$ cat config.mk
export PLATFORM = sky130hd
export DESIGN_NAME = imem_ctrl
export DESIGN_NICKNAME = d
export VERILOG_FILES = /design/src/rtl/imem_ctrl.sv
export SDC_FILE = /design/constraint.sdc
export NUM_CORES = 1
export LEC_CHECK = 0
export CAP_MARGIN = 5
export CORE_AREA = 2 2 92 94
export DETAILED_ROUTE_END_ITERATION = 7
export DIE_AREA = 0 0 94 96
export PLACE_DENSITY_LB_ADDON = 0.12
export SLEW_MARGIN = 5
export SYNTH_ARGS = -nofsm -noshare
export SYNTH_HDL_FRONTEND = slang
export SYNTH_SLANG_ARGS = --single-unit
$ cat constraint.sdc
create_clock -name clk -period 2.2 [get_ports clk]
set_input_delay 0.44 -clock clk [delete_from_list [all_inputs] [get_ports clk]]
set_output_delay 0.44 -clock clk [all_outputs]
set_load 0.05 [all_outputs]
$ cat src/rtl/imem_ctrl.sv
// Instruction memory sequencer: arbitrates the single-port memory between the
// boot loader (writes) and the fetch stage (paired reads).
module imem_ctrl #(
  parameter int unsigned ADDR_W = 8,
  parameter int unsigned DATA_W = 32
) (
  input  logic              clk,
  input  logic              rst,
  input  logic              ld_valid,
  input  logic [ADDR_W-1:0] ld_addr,
  input  logic [DATA_W-1:0] ld_data,
  input  logic              ld_done,
  output logic              ld_ready,
  input  logic              reload,
  input  logic              fe_req,
  input  logic [ADDR_W-1:0] fe_addr,
  output logic              fe_gnt,
  output logic              fe_valid,
  output logic [DATA_W-1:0] fe_inst_0,
  output logic [DATA_W-1:0] fe_inst_1,
  output logic              boot_done,
  output logic [ADDR_W:0]   load_cnt,
  output logic [ADDR_W-1:0] mem_addr,
  output logic              mem_cen,
  output logic              mem_wen,
  output logic [DATA_W-1:0] mem_wr_data,
  input  logic [DATA_W-1:0] mem_rd_data_1,
  input  logic [DATA_W-1:0] mem_rd_data_2
);

  localparam int unsigned CNT_W = ADDR_W + 1;
  localparam logic [CNT_W-1:0] CNT_MAX = CNT_W'(1) << ADDR_W;

  typedef enum logic [1:0] {
    LOAD  = 2'd0,
    RUN   = 2'd1,
    DRAIN = 2'd2
  } state_t;

  state_t           state_q, state_d;
  logic [CNT_W-1:0] cnt_q, cnt_d;
  logic             pending_q, pending_d;

  // State, load counter and pending-read flag
  always_ff @(posedge clk) begin
    if (rst) begin
      state_q   <= LOAD;
      cnt_q     <= '0;
      pending_q <= 1'b0;
    end else begin
      state_q   <= state_d;
      cnt_q     <= cnt_d;
      pending_q <= pending_d;
    end
  end

  // Next state and memory/handshake outputs; everything is forced low during reset
  always_comb begin
    state_d     = state_q;
    cnt_d       = cnt_q;
    pending_d   = 1'b0;
    ld_ready    = 1'b0;
    fe_gnt      = 1'b0;
    boot_done   = 1'b0;
    mem_cen     = 1'b0;
    mem_wen     = 1'b0;
    mem_addr    = '0;
    mem_wr_data = '0;
    fe_valid    = 1'b0;
    fe_inst_0   = '0;
    fe_inst_1   = '0;
    load_cnt    = '0;

    case (state_q)
      LOAD: begin
        ld_ready = 1'b1;
        if (ld_valid) begin
          mem_cen     = 1'b1;
          mem_wen     = 1'b1;
          mem_addr    = ld_addr;
          mem_wr_data = ld_data;
          if (cnt_q != CNT_MAX) begin
            cnt_d = cnt_q + CNT_W'(1);
          end
        end
        if (ld_done) begin
          state_d = RUN;
        end
      end
      RUN: begin
        boot_done = 1'b1;
        if (reload) begin
          // A read still outstanding is re-presented during the single DRAIN cycle
          if (pending_q) begin
            state_d   = DRAIN;
            pending_d = 1'b1;
          end else begin
            state_d = LOAD;
            cnt_d   = '0;
          end
        end else if (fe_req) begin
          fe_gnt    = 1'b1;
          mem_cen   = 1'b1;
          mem_addr  = fe_addr;
          pending_d = 1'b1;
        end
      end
      DRAIN: begin
        state_d = LOAD;
        cnt_d   = '0;
      end
      default: begin
        state_d = LOAD;
        cnt_d   = '0;
      end
    endcase

    if (rst) begin
      ld_ready    = 1'b0;
      fe_gnt      = 1'b0;
      boot_done   = 1'b0;
      mem_cen     = 1'b0;
      mem_wen     = 1'b0;
      mem_addr    = '0;
      mem_wr_data = '0;
    end else begin
      fe_valid  = pending_q;
      fe_inst_0 = mem_rd_data_1;
      fe_inst_1 = mem_rd_data_2;
      load_cnt  = cnt_q;
    end
  end

endmodule

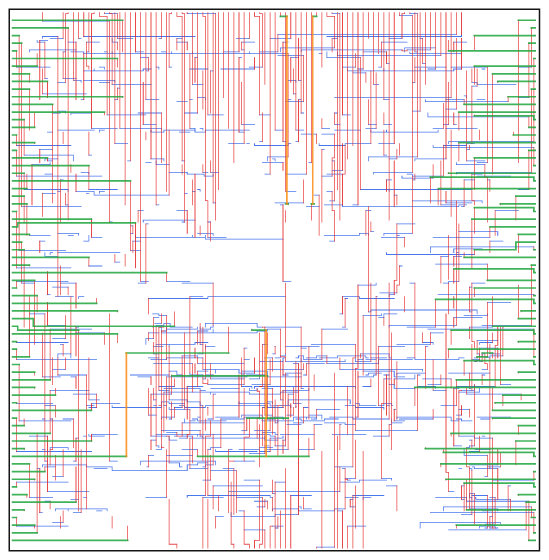
Fig. 1. Signal wires by layer.
Key: blue = met1 [wire length 2800 µm]; green = met3 [wire length 1150 µm]; orange = met4 [wire length 107 µm]; red = met2 [wire length 4540 µm]

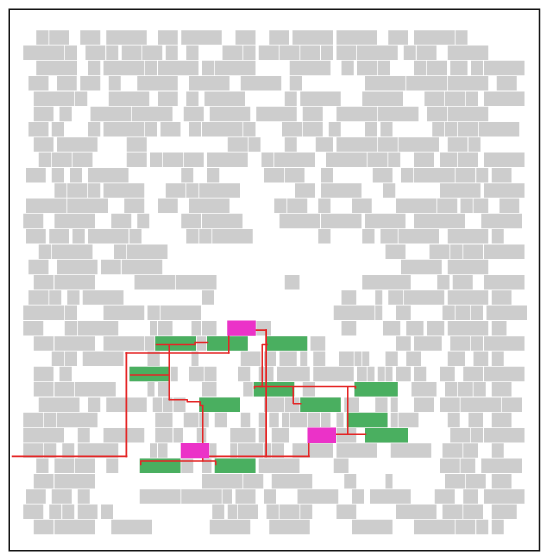
Fig. 2. Clock distribution.
Key: magenta = cells driving clock nets [count 3]; green = flip-flops [count 12]; red = clock wires [length 218 µm]
There are 4 routed clock nets.
Max Clock Skew: 0.00427 ns
Clock Power: 0.000204 W
clock network fraction of total power: 12.4%
worst-skew pair later-pin latency: 0.25 ns

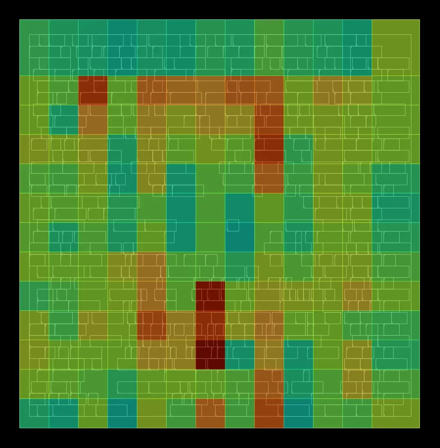
Fig. 3. Routing congestion map.
final core occ: 66.5%
Total Routing Usage GR: 17.6%
post-detailed-route wirelength per cell: 15.2 µm
met3 Usage GRT: 8.30%
gr busiest metal: met2

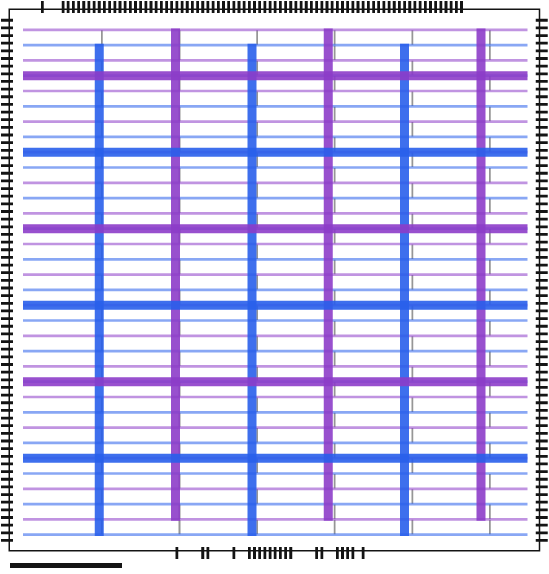
Fig. 4. Power grid.
Scale bar: 20 µm. Pins as bars on the die edge. Tap cells in gray.
Key: purple = VDD; blue = VSS
105 tap cells. 6 straps on met5. The core has 33 rows.
Horiz. Die Dim: 94 µm
Core Region: 8050 µm²
VDD IR max: 190 µV

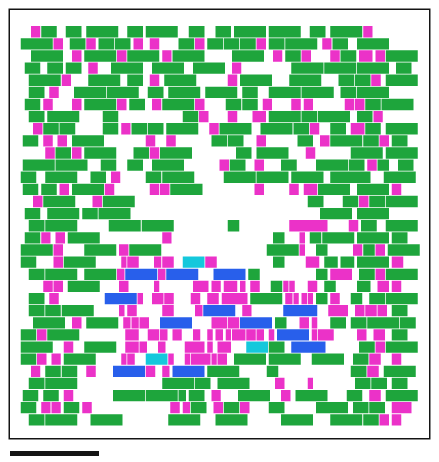
Fig. 5. Cell classes on the final placement.
Scale bar: 20 µm.
Key: cyan = cells driving clock nets [cells 3, share of their area 0.79%]; magenta = all other logic [cells 192, share of their area 24%]; blue = flops [cells 12, share of their area 4.6%]; green = other buffers and delay cells [cells 253, share of their area 71%]
Finished Cell Area: 5360 µm²
Std-Cell Rows: 33
Seq area share: 4.53%

==> results.cfg <==
; yosys + openroad results
[clock_tree]
ctsHoldBuffers = 0
cts_max_path_buffers = 2
clk_pin_slew_ns = 0.05

[critical_path]
cp_data_arrival_time_ns = 1.65
cp.buffers_inverters = 3
cp_max_fo = 10

[synth]
yosysChipArea_um2 = 1500
fp_nets = 339
common_cells = nor2b_1 (70), and2_1 (33), nor2_1 (15)
synth-main-ff-cell = dfxtp_1
ys_seq_share_pct = 16.1

[grt]
grt_pass1_wl_um = 12500
antenna_found_initial = 0
use_met1_pct = 18.5

[drt]
wl_met3_um = 1150
num_vias = 2450

[power_and_ir_drop]
seq-power_w = 0.000230
power_leakage_nw = 2.17

[sta]
rsz0062_at_grt = no

[final_layout]
largest_reg_flops = 9
nets = 582

[placed_design]
preCtsSetupSlack_ns = -0.0729
hpwlAfterDp_um = 7490

[outcome]
status = completed
[area by class of cell]
class	instances	area, µm²
inverters	8	30.0
well taps	105	131
flip-flops and latches	12	243
repair buffers	253	3700
multi-input cells	184	1210
fillers	629	2700
clock buffers	3	41.3
[per-stage QoR]
| stage | std cells | hold WS, ns |
|---|---|---|
| global placement | 557 | 0.445 |
| detailed placement | 557 | 0.449 |
| CTS | 565 | 0.448 |
| floorplan | 219 | 0.433 |
| finish | 565 | 0.446 |
| global route | 565 | 0.458 |
[path summary, 6_finish.rpt]
check             startpoint             end  slack [ns]  cells past startpoint
hold / removal     pending_q      state_q[1]        0.45                      2
setup reg to reg  state_q[0]        cnt_q[6]        0.36                      7
hold reg to reg    pending_q      state_q[1]        0.45                      2
setup / recovery  state_q[0]  mem_wr_data[0]        0.11                      5
No activity file was given, so power comes from the tool's default toggle rates.
